### Wires at chosen ports, followed through buffers

(8 px per micron)
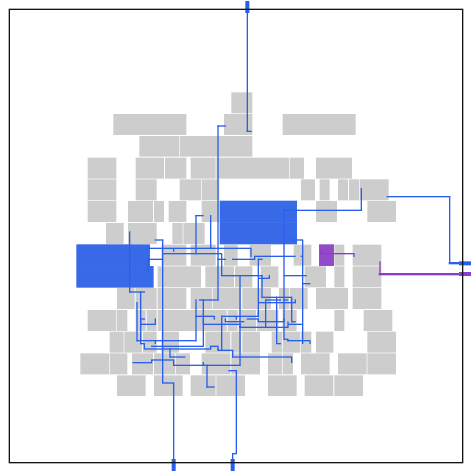
### Clock wires, drivers and flops

(4 px per micron)
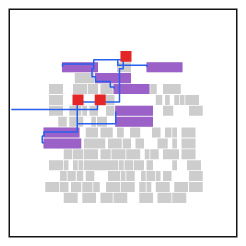
===== src/rtl/unidade_controle.sv =====
// Moore control FSM sequencing one GeoGenius match: drives the datapath
// clear/count/load strobes and keeps the registered acertou/errou result flags.
module unidade_controle #(
  parameter int ESPERA_ROM = 1
) (
  input  logic       clock,
  input  logic       reset,
  input  logic       iniciar,
  input  logic       fez_jogada,
  input  logic       jogada_igual_memoria,
  input  logic       ultima_jogada,
  input  logic       deu_timeout,
  input  logic       fim_timer_resultado,
  output logic       zera_contador_jogada,
  output logic       zera_contador_score,
  output logic       zera_timer_resultado,
  output logic       zera_timeout,
  output logic       zeraR,
  output logic       zera_tempo_de_jogo,
  output logic       conta_jogada,
  output logic       conta_score,
  output logic       conta_timer_resultado,
  output logic       conta_timeout,
  output logic       registraR,
  output logic       liga_led,
  output logic       mostra_tempo_de_jogo,
  output logic       acertou,
  output logic       errou,
  output logic       pronto,
  output logic [3:0] db_estado
);

  localparam logic [3:0] INICIAL          = 4'h0;
  localparam logic [3:0] PREPARACAO       = 4'h1;
  localparam logic [3:0] ESPERA_ROM_ST    = 4'h2;
  localparam logic [3:0] MOSTRA_BANDEIRA  = 4'h3;
  localparam logic [3:0] COMPARA          = 4'h4;
  localparam logic [3:0] ACERTO           = 4'h5;
  localparam logic [3:0] ERRO             = 4'h6;
  localparam logic [3:0] MOSTRA_RESULTADO = 4'h7;
  localparam logic [3:0] PROXIMA          = 4'h8;
  localparam logic [3:0] FIM_JOGO         = 4'hF;

  localparam logic [1:0] ESPERA_ULTIMO = 2'(ESPERA_ROM - 1);

  logic [3:0] r_estado;
  logic [3:0] w_proximo;
  logic [1:0] r_espera;
  logic       r_acertou;
  logic       r_errou;

  always_comb begin
    w_proximo = INICIAL;
    case (r_estado)
      INICIAL:          w_proximo = iniciar ? PREPARACAO : INICIAL;
      PREPARACAO:       w_proximo = ESPERA_ROM_ST;
      ESPERA_ROM_ST:    w_proximo = (r_espera == ESPERA_ULTIMO) ? MOSTRA_BANDEIRA : ESPERA_ROM_ST;
      // A press in the same cycle as the timeout still counts as an answer.
      MOSTRA_BANDEIRA:  w_proximo = fez_jogada  ? COMPARA :
                                    deu_timeout ? ERRO    : MOSTRA_BANDEIRA;
      COMPARA:          w_proximo = jogada_igual_memoria ? ACERTO : ERRO;
      ACERTO:           w_proximo = MOSTRA_RESULTADO;
      ERRO:             w_proximo = MOSTRA_RESULTADO;
      MOSTRA_RESULTADO: w_proximo = !fim_timer_resultado ? MOSTRA_RESULTADO :
                                    ultima_jogada        ? FIM_JOGO : PROXIMA;
      PROXIMA:          w_proximo = ESPERA_ROM_ST;
      FIM_JOGO:         w_proximo = iniciar ? PREPARACAO : FIM_JOGO;
      default:          w_proximo = INICIAL;
    endcase
  end

  // Result flags follow the state being entered, so they are valid for the
  // whole stay in acerto/erro and cleared already while in proxima.
  always_ff @(posedge clock or negedge reset) begin
    if (!reset) begin
      r_estado  <= INICIAL;
      r_espera  <= 2'd0;
      r_acertou <= 1'b0;
      r_errou   <= 1'b0;
    end else begin
      r_estado <= w_proximo;
      r_espera <= (r_estado == ESPERA_ROM_ST) ? r_espera + 2'd1 : 2'd0;
      if (w_proximo == ACERTO) begin
        r_acertou <= 1'b1;
        r_errou   <= 1'b0;
      end else if (w_proximo == ERRO) begin
        r_acertou <= 1'b0;
        r_errou   <= 1'b1;
      end else if (w_proximo == PREPARACAO || w_proximo == PROXIMA) begin
        r_acertou <= 1'b0;
        r_errou   <= 1'b0;
      end
    end
  end

  always_comb begin
    zera_contador_jogada  = 1'b0;
    zera_contador_score   = 1'b0;
    zera_timer_resultado  = 1'b0;
    zera_timeout          = 1'b0;
    zeraR                 = 1'b0;
    zera_tempo_de_jogo    = 1'b0;
    conta_jogada          = 1'b0;
    conta_score           = 1'b0;
    conta_timer_resultado = 1'b0;
    conta_timeout         = 1'b0;
    registraR             = 1'b0;
    liga_led              = 1'b0;
    mostra_tempo_de_jogo  = 1'b0;
    pronto                = 1'b0;
    case (r_estado)
      PREPARACAO: begin
        zera_contador_jogada = 1'b1;
        zera_contador_score  = 1'b1;
        zera_timer_resultado = 1'b1;
        zera_timeout         = 1'b1;
        zeraR                = 1'b1;
        zera_tempo_de_jogo   = 1'b1;
      end
      ESPERA_ROM_ST: zera_timeout = 1'b1;
      MOSTRA_BANDEIRA: begin
        liga_led      = 1'b1;
        conta_timeout = 1'b1;
        registraR     = 1'b1;
      end
      COMPARA:          liga_led = 1'b1;
      ACERTO:           conta_score = 1'b1;
      MOSTRA_RESULTADO: conta_timer_resultado = 1'b1;
      PROXIMA: begin
        conta_jogada         = 1'b1;
        zera_timer_resultado = 1'b1;
        zeraR                = 1'b1;
      end
      FIM_JOGO: begin
        pronto               = 1'b1;
        mostra_tempo_de_jogo = 1'b1;
      end
      default: ;
    endcase
  end

  assign acertou   = r_acertou;
  assign errou     = r_errou;
  assign db_estado = r_estado;

endmodule


===== config.mk =====
export PLATFORM = sky130hd
export DESIGN_NAME = unidade_controle
export DESIGN_NICKNAME = d
export VERILOG_FILES = /design/src/rtl/unidade_controle.sv
export SDC_FILE = /design/constraint.sdc
export NUM_CORES = 1
export LEC_CHECK = 0
export CAP_MARGIN = 20
export CORE_MARGIN = 8
export CORE_UTILIZATION = 42
export DETAILED_ROUTE_END_ITERATION = 8
export PLACE_DENSITY = 0.86
export SYNTH_ARGS = -nofsm -noshare
export SYNTH_HDL_FRONTEND = slang
export SYNTH_SLANG_ARGS = --single-unit

===== constraint.sdc =====
create_clock -name clock -period 2.3 [get_ports clock]
set_input_delay 0.345 -clock clock [delete_from_list [all_inputs] [get_ports clock]]
set_output_delay 0.345 -clock clock [all_outputs]
set_load 0.005 [all_outputs]

==> metrics.yaml <==
first_iter_violations: 14
warnings: 26
rows: 14
wire_per_inst_microns: 14.8
grt_pass1_vias: 672
p_clk_share_pct: 8.3
swShare_pct: 40.6
finalSetupTns_ns: 0
place_hpwl_microns: 1430
p_leak_nw: 0.402
postCtsHoldBufs: 0
drc: 0
area_growth_pct: 39.5
finalCriticalPeriod_ns: 2.20
min-delay-path-class: "in -> async"
drive_gt1_share_pct: 20.2
internal_power_mw: 0.759
max_freq_mhz: 455
crit_path_start_kind: "flop"
yosysUniqueCellTypes: 37
yosys-dominant-comb-family: "simple AND/OR/NAND/NOR gates"
holdWs_ns: 0.366
vias_per_cell: 5.36
cp.required_ns: 1.96
max_cap_violations: 0
clockRootBuffer: "clkbuf_4"
edf_count: 0
netlist_instances: 80
overflow: 0
skew_ns: 0.00334
yosysWarningCount: 0
wirelength_microns: 1770
avgSynthCellArea_sq_um: 8.60
cts_tree: "yes"
die_w_microns: 56.5
ys.flops: 8
fp_util_pct: 45.2
pwr-share-comb_pct: 68.1
adder_share_pct: 1.82
clock.latency.late_pin_ns: 0.25
crit_path_max_fanout: 10
final_max_slew_viol_count: 0
antenna_cells: 0
routabilityCongestion: 0.835
slew_headroom_pct: 76.7
stdcell_count: 120
status: "complete, no violations"
yosysCellCount: 80
rr_worst_depth: 6
fin_crit_sh_pct: 95.7
power_density_nw_per_um2: 1330
synth-simple-area-share_pct: 35.8
die_h_microns: 56.5
hold_violations: 0
met2WireLength_microns: 885
max-vdd-ir-drop_mv: 0.789
met1_length_microns: 781
die-area_sq_um: 3190
port_buffers: 27
vias: 643
htreeDepth: 1
grt_usage_pct: 11.8
finalNetCount: 115
ys_async_sr_fraction_pct: 100
ios: 28
ant_nets: 0
grt_max_degree: 15
dr_wl_met3_microns: 107
finalSetupViolations: 0
drt-pass1-iter-count: 4
synth.area.mux_share_pct: 1.45
cts_made_buffers: 3
worst_pin_slew_ns: 0.348
grt_pass1_wl_microns: 3150
clk_path_buf_depth: 2
p_seq_share_pct: 23.6
highest_layer: "met3"
grt_antenna_before_repair: 0
syn_nets: 89
ys.flop_type: "dfrtp_1"
xor_share_pct: 0
rsz0062_at_grt: "false"
syn-cell-area_sq_um: 688
fp.coreArea_sq_um: 1520
synthAoiAreaFrac_pct: 17.6
worstPathArrival_ns: 1.86
path_class: "reg -> out"
end_kind: "primary output"
ys_area_sq_um: 688
synth_seq_share_pct: 29.1
cts_sinks: 8
cts.clk_slew.worst_paths_ns: 0.06
dp_cells: 117
p_switching_mw: 0.520
Back to the opening pictures, 'Wires at chosen ports, followed through buffers':
`db_estado` -> blue  # direction output, edge 2 bottom, 1 right, 1 top, end cells 4, buffers 5, wire 375 microns
`zera_timeout` -> purple  # direction output, edge right, end cells 1, buffers 1, wire 16.2 microns

Back to the opening pictures, 'Clock wires, drivers and flops':
flip-flops -> purple  # count 8
clock drivers -> red  # count 3
clock wires -> blue  # length 118 microns
routed clock nets = 4

## path summary, 6_finish.rpt
check / slack, ns / endpoint / from
hold reg to reg: 0.44 / r_espera[0] / r_espera[0]
setup reg to reg: 0.30 / acertou / db_estado[3]
setup / recovery: 0.1 / zera_timer_resultado / db_estado[3]
min in group clock: 0.44 / r_espera[0] / r_espera[0]
hold / removal: 0.37 / errou / reset
max in group asynchronous: 1.65 / db_estado[1] / reset
## Yosys cell counts, types with 2 or more instances
cell	instances	area share (%)
nor2_1	11	6.0
dfrtp_1	8	29
nand2b_1	7	6.4
buf_4	6	6.5
a21oi_1	5	3.6
inv_1	4	2.2
buf_6	3	4.9
nand2_1	3	1.6
or2_2	3	2.7
nor3_1	2	1.5
or3_1	2	1.8
## sequential cells by signal, summed over array words and instances (netlist names)
register and cells:
db_estado 4, r_espera 2, acertou 1, errou 1
## final cells by class
| type | count | area, sq um |
|---|---|---|
| clock buffer | 3 | 22.5 |
| fill | 132 | 564 |
| inverter | 4 | 15.0 |
| multi-input combinational | 58 | 398 |
| sequential | 8 | 204 |
| tap | 16 | 20.0 |
| timing repair buffer | 31 | 300 |
## per-layer routing
layer,track usage (%),vias to the layer above
li1,-,323
met1,13.6,304
met2,19.6,16
met3,5.17,0
met4,2.06,0
met5,0,-
## metrics by stage
| stage | cell area (sq um) | worst slack, ns | utilization (%) | power, mW |
|---|---|---|---|---|
| finish | 960 | 0.100 | 63.0 | 1.28 |
| global route | 960 | 0.0183 | 63.0 | 1.40 |
| CTS | 952 | 0.0151 | 62.5 | 1.28 |
| detailed placement | 926 | 0.0225 | 60.8 | 1.16 |
| global placement | 926 | 0.0501 | 60.8 | 1.13 |
| floorplan | 688 | 0.396 | - | 0.833 |
## cell families (layout without fill, tap and decap cells)
family,after synthesis,after routing
AOI/OAI and AO/OA,16,16
adders and majority gates,1,1
buffers and inverters,14,38
DFF,8,8
muxes,1,1
and+or+nand+nor,40,40
## repair_timing
action	4_1_cts	5_1_grt
endpoints found under the setup margin	2	7
gates cloned	0	0
setup buffers	0	0
gates resized	2	3
## critical path, stage by stage, from the launching register on
cell and delay [ns]:
dfrtp_2 0.46, or2_2 0.37, nor2_4 0.15, or2_2 0.13
clkdlybuf4s50_1 0.50
## cells in the final DEF (no fill, tap or decap), drive strengths merged, types with 2 or more instances in the layout
cell type,netlist,final
a21oi,5,5
and2b,2,2
o21ai,2,2
inv,4,4
dfrtp,8,8
nand2b,7,7
or3,2,2
and3,2,2
nand2,3,3
nor2,11,11
clkbuf,1,3
nor3,2,2
and2,2,2
or2,3,3
clkdlybuf4s50,0,27
buf,9,4
## power by group through the flow
| stage | clock, mW | combinational (mW) | sequential [mW] |
|---|---|---|---|
| detailed placement | 0 | 0.860 | 0.298 |
| global route | 0.118 | 0.967 | 0.316 |
| floorplan | 0 | 0.579 | 0.255 |
| finish | 0.106 | 0.870 | 0.301 |
| CTS | 0.110 | 0.870 | 0.300 |
| global placement | 0 | 0.834 | 0.299 |
Power is estimated from default activity; no workload was simulated.
